==> run_1/cell_classes.png <==
The bar under the picture is 20 µm long. Fill, decap, tap and diode cells in grey.
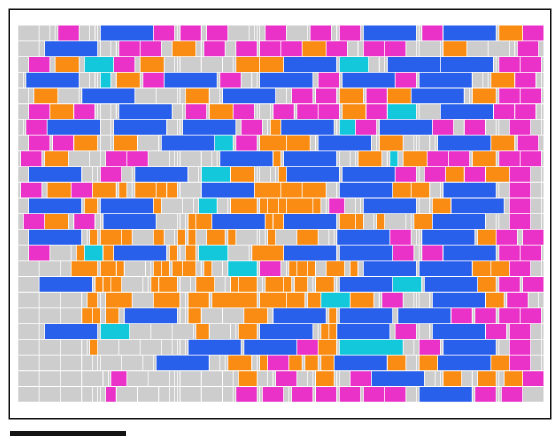
==> run_1/density.png <==
9 x 7 tiles, from black (low) to pale yellow (high), 0 to 100% covered.
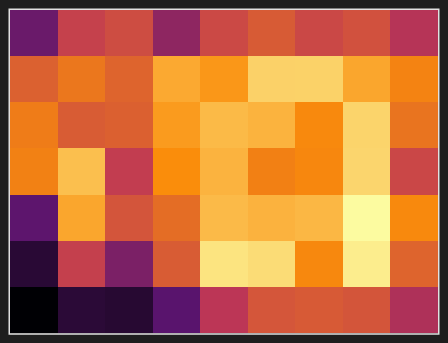
==> run_1/final_congestion.png <==
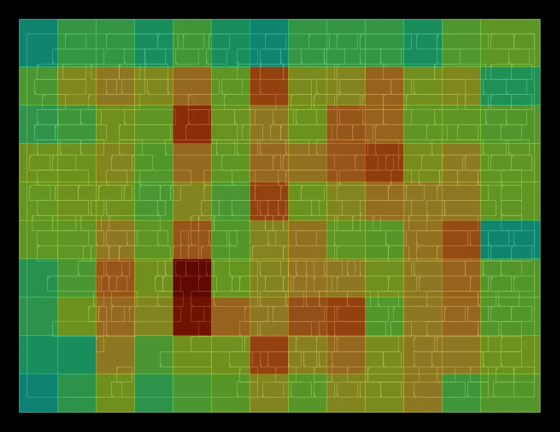
==> run_1/registers.png <==
The bar under the picture is 20 µm long. Other sequential cells in the stronger grey, the rest of the logic in the fainter grey.
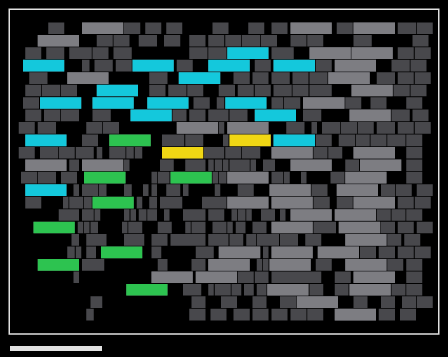
===== config.mk =====
export PLATFORM = sky130hd
export DESIGN_NAME = node_invoker_flat
export DESIGN_NICKNAME = d
export VERILOG_FILES = /design/src/rtl/node_invoker_if.sv /design/src/rtl/node_invoker.sv /design/src/flat_wrapper.sv
export SDC_FILE = /design/constraint.sdc
export NUM_CORES = 1
export LEC_CHECK = 0
export CORE_ASPECT_RATIO = 0.75
export CORE_UTILIZATION = 47
export DETAILED_ROUTE_END_ITERATION = 6
export HOLD_SLACK_MARGIN = 0.1
export PLACE_DENSITY = 0.85
export SLEW_MARGIN = 10
export SYNTH_ARGS = -nofsm -noshare
export SYNTH_HDL_FRONTEND = slang
export SYNTH_SLANG_ARGS = --single-unit

===== constraint.sdc =====
create_clock -name clk -period 5.5 [get_ports clk]
set_clock_uncertainty 0.15 [all_clocks]
set_input_delay 0.825 -clock clk [delete_from_list [all_inputs] [get_ports clk]]
set_output_delay 0.825 -clock clk [all_outputs]
set_load 0.03 [all_outputs]

===== src/rtl/node_invoker_if.sv =====
// Host request bus and node ST/RD bus seen by the node invoker.
interface node_invoker_if #(
  parameter int unsigned WIDTH = 16,
  parameter int unsigned CNTW  = 8
);
  logic             req;
  logic [WIDTH-1:0] a;
  logic [WIDTH-1:0] b;
  logic             busy;
  logic             done;
  logic [WIDTH-1:0] dout;
  logic             to;
  logic [CNTW-1:0]  ops;
  logic             n_st;
  logic [WIDTH-1:0] n_in0;
  logic [WIDTH-1:0] n_in1;
  logic             n_rd;
  logic [WIDTH-1:0] n_res;

  // Invoker side: accepts host requests, initiates node operations.
  modport master (
    input  req, a, b, n_rd, n_res,
    output busy, done, dout, to, ops, n_st, n_in0, n_in1
  );

  // Environment side: host plus node.
  modport slave (
    output req, a, b, n_rd, n_res,
    input  busy, done, dout, to, ops, n_st, n_in0, n_in1
  );
endinterface


===== src/rtl/node_invoker.sv =====
// Initiator of the node start/ready protocol: issues one operand pair,
// waits for a ready edge (or the watchdog), returns the result with DONE.
module node_invoker #(
  parameter int unsigned WIDTH   = 16,
  parameter int unsigned TIMEOUT = 255,
  parameter int unsigned CNTW    = 8
) (
  input  logic           clk,
  input  logic           rst,
  node_invoker_if.master bus
);

  localparam int unsigned WDW = $clog2(TIMEOUT + 1);
  localparam logic [WDW-1:0] WD_LAST = WDW'(TIMEOUT - 1);

  typedef enum logic [1:0] {
    IDLE  = 2'd0,
    ISSUE = 2'd1,
    WAIT  = 2'd2,
    FIN   = 2'd3
  } state_e;

  state_e           state_q, state_d;
  logic             rd_q, rd_d;
  logic [WDW-1:0]   wd_q, wd_d;
  logic             n_st_q, n_st_d;
  logic             busy_q, busy_d;
  logic             done_q, done_d;
  logic             to_q, to_d;
  logic [WIDTH-1:0] dout_q, dout_d;
  logic [WIDTH-1:0] n_in0_q, n_in0_d;
  logic [WIDTH-1:0] n_in1_q, n_in1_d;
  logic [CNTW-1:0]  ops_q, ops_d;
  logic             ready_edge_c;

  // Only a rising ready counts; a level left high by a previous op does not.
  assign ready_edge_c = bus.n_rd & ~rd_q;

  // Next-state and next-output logic for the invoke sequence.
  always_comb begin
    state_d = state_q;
    rd_d    = bus.n_rd;
    wd_d    = wd_q;
    n_st_d  = n_st_q;
    busy_d  = busy_q;
    done_d  = done_q;
    to_d    = to_q;
    dout_d  = dout_q;
    n_in0_d = n_in0_q;
    n_in1_d = n_in1_q;
    ops_d   = ops_q;

    unique case (state_q)
      IDLE: begin
        if (bus.req) begin
          n_in0_d = bus.a;
          n_in1_d = bus.b;
          n_st_d  = 1'b1;
          busy_d  = 1'b1;
          wd_d    = '0;
          state_d = ISSUE;
        end
      end
      ISSUE: begin
        // Node cannot be ready yet, so a ready edge here is ignored.
        n_st_d  = 1'b0;
        state_d = WAIT;
      end
      WAIT: begin
        if (ready_edge_c) begin
          dout_d  = bus.n_res;
          to_d    = 1'b0;
          done_d  = 1'b1;
          ops_d   = ops_q + CNTW'(1);
          state_d = FIN;
        end else if (wd_q == WD_LAST) begin
          dout_d  = '0;
          to_d    = 1'b1;
          done_d  = 1'b1;
          state_d = FIN;
        end else begin
          wd_d = wd_q + WDW'(1);
        end
      end
      FIN: begin
        done_d  = 1'b0;
        busy_d  = 1'b0;
        state_d = IDLE;
      end
      default: state_d = IDLE;
    endcase
  end

  // State and output registers; reset abandons any transaction in flight.
  always_ff @(posedge clk or negedge rst) begin
    if (!rst) begin
      state_q <= IDLE;
      rd_q    <= 1'b0;
      wd_q    <= '0;
      n_st_q  <= 1'b0;
      busy_q  <= 1'b0;
      done_q  <= 1'b0;
      to_q    <= 1'b0;
      dout_q  <= '0;
      n_in0_q <= '0;
      n_in1_q <= '0;
      ops_q   <= '0;
    end else begin
      state_q <= state_d;
      rd_q    <= rd_d;
      wd_q    <= wd_d;
      n_st_q  <= n_st_d;
      busy_q  <= busy_d;
      done_q  <= done_d;
      to_q    <= to_d;
      dout_q  <= dout_d;
      n_in0_q <= n_in0_d;
      n_in1_q <= n_in1_d;
      ops_q   <= ops_d;
    end
  end

  assign bus.busy  = busy_q;
  assign bus.done  = done_q;
  assign bus.dout  = dout_q;
  assign bus.to    = to_q;
  assign bus.ops   = ops_q;
  assign bus.n_st  = n_st_q;
  assign bus.n_in0 = n_in0_q;
  assign bus.n_in1 = n_in1_q;

endmodule


===== src/flat_wrapper.sv =====
// flat-port wrapper written by rule: the top's interface ports become plain ports
module node_invoker_flat 
#(
  parameter int unsigned WIDTH   = 16,
  parameter int unsigned TIMEOUT = 255,
  parameter int unsigned CNTW    = 8
)
  (clk, rst, bus_req, bus_a, bus_b, bus_n_rd, bus_n_res, bus_busy, bus_done, bus_dout, bus_to, bus_ops, bus_n_st, bus_n_in0, bus_n_in1);
  node_invoker_if #(.WIDTH(WIDTH), .CNTW(CNTW)) bus_i ();
  input  logic clk;
  input  logic rst;
  input wire logic [$bits(bus_i.req)-1:0] bus_req;
  input wire logic [$bits(bus_i.a)-1:0] bus_a;
  input wire logic [$bits(bus_i.b)-1:0] bus_b;
  input wire logic [$bits(bus_i.n_rd)-1:0] bus_n_rd;
  input wire logic [$bits(bus_i.n_res)-1:0] bus_n_res;
  output wire logic [$bits(bus_i.busy)-1:0] bus_busy;
  output wire logic [$bits(bus_i.done)-1:0] bus_done;
  output wire logic [$bits(bus_i.dout)-1:0] bus_dout;
  output wire logic [$bits(bus_i.to)-1:0] bus_to;
  output wire logic [$bits(bus_i.ops)-1:0] bus_ops;
  output wire logic [$bits(bus_i.n_st)-1:0] bus_n_st;
  output wire logic [$bits(bus_i.n_in0)-1:0] bus_n_in0;
  output wire logic [$bits(bus_i.n_in1)-1:0] bus_n_in1;
  assign bus_i.req = bus_req;
  assign bus_i.a = bus_a;
  assign bus_i.b = bus_b;
  assign bus_i.n_rd = bus_n_rd;
  assign bus_i.n_res = bus_n_res;
  assign bus_busy = bus_i.busy;
  assign bus_done = bus_i.done;
  assign bus_dout = bus_i.dout;
  assign bus_to = bus_i.to;
  assign bus_ops = bus_i.ops;
  assign bus_n_st = bus_i.n_st;
  assign bus_n_in0 = bus_i.n_in0;
  assign bus_n_in1 = bus_i.n_in1;
  node_invoker #(.WIDTH(WIDTH), .TIMEOUT(TIMEOUT), .CNTW(CNTW)) u_core (.clk(clk), .rst(rst), .bus(bus_i));
endmodule

==> results.txt, run 1 <==
The following summarizes the physical implementation.

Yosys
For reference, XOR and XNOR gates occupy 2.08% of the area reported after synthesis. The synthesized instance count is between 200 and 250. In this run, the synthesized area fraction spent on adder and majority cells is recorded as around 3.0%. The number of synthesis warnings is 0. sky130_fd_sc_hd__dfrtp_1 takes more of the synthesized area than any other cell.

Of all flip-flops after synthesis, the portion carrying an async set or reset was 100%. The most used flip-flop cell after synthesis is sky130_fd_sc_hd__dfrtp_1. After synthesis, the share of cell area in mux cells is between 10% and 20%. The post-synth tally of flip-flops with integrated enable is 0.

In this run, synthesis produced a sequential element count of around 71.

GRT
The wire length of the first global-routing pass is ~10 mm. The number of global-route vias before repair is approximately 2200. In the global route stage, met3 resource usage came out at between 5 and 6%. The pin count of the biggest net entering global routing is just over 70. The number of antenna violations at the first check in global routing is 0.

CTS
The clock-pin slew on the worst setup and hold paths is approximately 80 ps. The number of buffers inserted by hold repair at cts is 0. The number of setup buffers added after CTS is 0.

Routing
Across all layers, the routed design uses 2196 vias. The detailed router reports a met2 wire length of roughly 3.1 mm. Routed signal wires occupy layers up through met4. The routed metal-1 wire length is between 2 and 3 mm.

For this run, the detailed router reports a per-instance via density of around 5.2. The routed length per placed instance is between 15 and 20 µm.

Layout
The final layout net count is between 300 and 400. The final antenna diode tally reported by the flow is 0. The layout overhead on the synthesized area is 46.3%.

Setup path
The data required time reported for the critical path is 5620 ps. The report shows a maximum critical-path fanout of 23. The data arrival time at the worst-slack endpoint is around 2900 ps.

Hold path
The kind of path behind the tightest hold check is reg -> reg.

Final timing
The fmax is approximately 360 MHz. Across all checked pins, the minimum headroom to the slew limit is 41.3%. The max-slew violation count is 0. Post-route period utilization is reported as between 50% and 60%.

Run
The number of warning messages in the logs is 30.

Status
The run finished with clean final reports.

Floorplan
The floorplan step set the die height to just over 70 µm. Pin placement for this block handled ~110 I/O pins.

Place
The final weighted congestion recorded by global placement is roughly 0.77.
-- cell_classes.png (at the start) --
Key: magenta = other buffers and delay cells [cells 113, share of their area 27%]; orange = all other logic [cells 142, share of their area 27%]; cyan = clock drivers and dummy loads [cells 16, share of their area 4.7%]; blue = flops [cells 71, share of their area 42%]
fraction of the core area covered by cells at the end of the flow: 72.6%
Core Region: 5950 µm²
number of placement rows: 24
final instance area: 4320 µm²
fraction of area in registers: 41.1%

-- density.png (at the start) --
1.6% of the tiles are nearly empty. 33% of the tiles are over 75% full. The emptiest ninth of the die: bottom left.
fraction of the core area occupied by cells at floorplan: 49.6%

-- final_congestion.png (at the start) --
global-route usage over all layers: 20.7%
met2 usage in global routing: 33.9%
GRT met1 Usage: 26.6%
highest-utilization routing layer at the global route stage: met2

-- registers.png (at the start) --
Key: cyan = u_core.bus.n_in0 [placed flops 16]; yellow = u_core.state_q [placed flops 2]; green = u_core.wd_q [placed flops 8]
Another 45 sequential cells are not coloured.
total sequential power: 896 µW
Sequential cell area: 1780 µm²

-- run 1: critical path: stages, from the launching register on --
cell	delay (ps)
sky130_fd_sc_hd__dfrtp_1	410
sky130_fd_sc_hd__inv_1	110
sky130_fd_sc_hd__ha_1	590
sky130_fd_sc_hd__and3b_1	840
sky130_fd_sc_hd__nand4_1	250
sky130_fd_sc_hd__nor2_1	190
sky130_fd_sc_hd__xor2_1	170
-- run 1: area by class of cell --
| class | count | area (µm²) |
|---|---|---|
| Clock inverter | 6 | 68.8 |
| Timing Repair Buffer | 113 | 1120 |
| Sequential cell | 71 | 1780 |
| Tap cell | 78 | 97.6 |
| Inverter | 9 | 33.8 |
| Clock buffer | 10 | 128 |
| Fill cell | 421 | 1630 |
| Multi-Input combinational cell | 133 | 1090 |
-- run 1: power by group --
group	total (µW)	switching (µW)	leakage [µW]	internal (µW)
Clock	414	202	0.0000968	212
Combinational	1320	711	0.000924	609
Sequential	896	147	0.000878	749
-- run 1: through the flow --
stage | setup slack (ps) | cells | hold WS (ps) | area (µm²)
2_1_floorplan | 3610 | 223 | 348 | 2950
3_3_place_gp | 2620 | 404 | 316 | 4120
3_5_place_dp | 2510 | 404 | 338 | 4120
4_1_cts | 2700 | 420 | 348 | 4320
5_1_grt | 2480 | 420 | 370 | 4320
6_report | 2710 | 420 | 336 | 4320
-- run 1: path summary, 6_finish.rpt --
kind,start,to,slack (ps),depth (start not counted)
setup / recovery,u_core.state_q[0],u_core.bus.ops[6],2710,6
max in group asynchronous,rst,u_core.bus.ops[2],4100,2
min in group asynchronous,rst,u_core.bus.ops[1],500,2
hold / removal,u_core.bus.ops[7],u_core.bus.ops[7],340,1
setup reg to reg,u_core.state_q[0],u_core.bus.ops[6],2710,6
hold reg to reg,u_core.bus.ops[7],u_core.bus.ops[7],340,1
==> run 2, diff against run 1 <==
Settings changed: CORE_UTILIZATION 47 to 40, PLACE_DENSITY 0.85 to 0.77.
Clock period 5.5 ns to 2.55 ns, I/O delays scaled along.
==> run_2/cell_classes.png <==
The bar under the picture is 20 µm long. Fill, decap, tap and diode cells in grey.
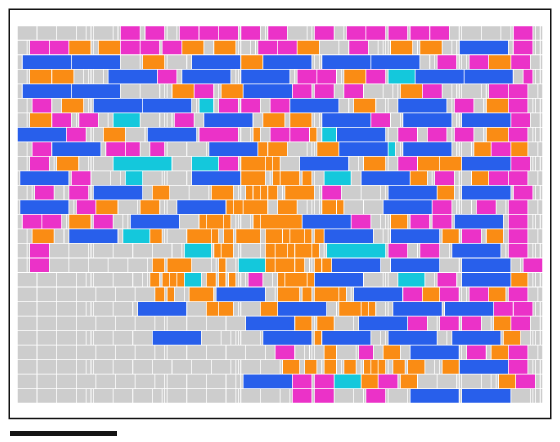
Key: magenta = other buffers and delay cells [cells 117, share of their area 27%]; cyan = clock drivers and dummy loads [cells 16, share of their area 5.1%]; blue = flops [cells 71, share of their area 41%]; orange = all other logic [cells 142, share of their area 26%]
fraction of the core area covered by cells at the end of the flow: 63.4%
fraction of area in registers: 40.3%
Core Region: 6960 µm²

==> results.txt, run 2 <==
The following summarizes the physical implementation.

Setup path
For the worst reg-to-reg path, the endpoint reported by OpenROAD is u_core.wd_q[7]. The worst stage delay on the critical path is 420 ps (-420 ps). The critical path data required time was 2630 ps (-2990 ps). The largest fanout on the critical path came to 16 (-30%).

The slack of the worst reg-to-reg path was 360 ps (-2360 ps). The depth of the critical timing path with buffers and inverters included is 6 (unchanged). The worst reg2reg path startpoint is u_core.state_q[0]. On the critical path, the stage with the largest delay is an instance of sky130_fd_sc_hd__o211ai_4. The data arrival time at the worst-slack endpoint is 2280 ps (-630 ps).

The number of buffers and inverters on the critical path came to 1 (unchanged). In this run the critical path is formed by inv_1 > ha_1 > nand4_1 > o211ai_4 > nor4b_1 > a311o_1.

Yosys
The cell type with the largest total area is sky130_fd_sc_hd__dfrtp_1. The dominant synthesized flop cell is sky130_fd_sc_hd__dfrtp_1. The post-synth tally of flip-flops with integrated enable is 0 (unchanged).

The instance tally after logic synthesis is 223 (unchanged). The fraction of registers with async set/reset was 100% (unchanged).

Layout
The number of antenna cells inserted was 0 (unchanged). The storage element area is 1780 µm² (unchanged). The area occupied by multi-input gates is 1090 µm² (unchanged). The number of non-filler instances in the completed layout is 444 (+5.7%). The finished layout cell area is 4410 µm² (+2.2%). The number of filler instances in the final layout came to 563 (+34%).

GRT
The pin count of the biggest net entering global routing came to 53 (-26%). The number of global-route vias before repair is 2267 (+4.6%). The number of antenna violations at the first check in global routing came to 0 (unchanged).

Hold path
STA shows the worst min-delay path finishing at u_core.bus.ops[7]. The worst hold path depth came to 1 (unchanged).

Place
The worst setup slack before clock tree synthesis is 361 ps (-2150 ps). The cell area reported after detailed placement came to 4180 µm² (+1.5%). The number of placed instances, taps included is 427 (+5.7%). The final weighted congestion in routability-driven placement is 0.772 (+0.61%).

Status
The run finished with clean final reports.

Routing
The number of vias per cell is 4.95 (-5.2%).

Floorplan
The total number of placement rows is 26 (+8.3%). The top-level port count was 112 (unchanged). The die boundary height is 76.4 µm (+8.2%).

Run
The number of warning messages in the logs is 30 (unchanged).

Final timing
The worst max-slew margin expressed relative to the limit was 69.1% (+28 points). The max-slew violation count came to 0 (unchanged). The final period utilization was 86.1% (+35 points).
==> run_2/metal_stack.png <==
The bar under the picture is 20 µm long. Two of the layers only.
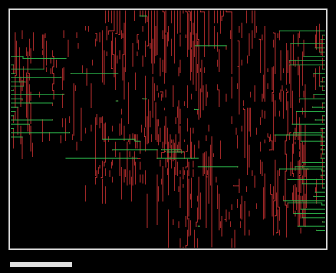
Key: green = met3 [wire length 519 µm]; red = met2 [wire length 2960 µm]
wire per inst: 14.9 µm
global-route usage over all layers: 18.4%
DR vias: 2200
routed wire length: 6.61 mm

-- run 2: cell counts after synthesis --
No cell type changed its count.
-- run 2: per-layer routing --
metal	vias to the layer above	part of all wire (%)	track usage, %
met5	-	0	0
met4	0	2.1	7.97
met3	12	7.8	6.70
met2	85	45	28.6
met1	1074	45	23.1
li1	1029	-	-
-- run 2: cell families (layout without fill, tap and decap cells) --
| family | after synthesis | after routing | share of synthesized area [%] |
|---|---|---|---|
| simple gates | 53 | 53 | 9.62 |
| mux | 37 | 37 | 14.2 |
| buf+inv | 19 | 142 | 2.76 |
| fa+ha+maj | 7 | 7 | 2.97 |
| xor+xnor | 7 | 7 | 2.08 |
| flops | 71 | 71 | 60.2 |
| compound gates | 29 | 29 | 8.22 |
-- run 2: how the worst max path moves through the flow --
| stage | start | endpoint | slack (ps) |
|---|---|---|---|
| floorplan | u_core.state_q[0] | u_core.bus.ops[1] | 670 |
| global placement | bus_req | u_core.wd_q[3] | 420 |
| detailed placement | u_core.state_q[0] | u_core.wd_q[7] | 360 |
| CTS | u_core.state_q[0] | u_core.wd_q[7] | 360 |
| global route | u_core.state_q[0] | u_core.wd_q[7] | 160 |
| finish | u_core.state_q[0] | u_core.wd_q[7] | 360 |
-- run 2: power by group --
part | switching (µW) | internal (µW) | leakage [µW]
clock | 428 | 556 | 0.000103
combinational | 1560 | 1340 | 0.000948
sequential | 295 | 1620 | 0.000878
-- run 2: cell type report --
class                   instances  area share (%)
flip-flops and latches         71            40.3
repair buffers                117            26.4
clock inverters                 6            2.10
multi-input cells             133            24.8
clock buffers                  10            2.89
well taps                      98            2.78
inverters                       9           0.766
-- run 2: repair_timing --
| action | 4_1_cts | 5_1_grt |
|---|---|---|
| endpoints found under the setup margin | 0 | 0 |
| endpoints found under the hold margin | 19 | 0 |
| hold buffers | 1 | 0 |
No activity file was given, so power comes from the tool's default toggle rates.
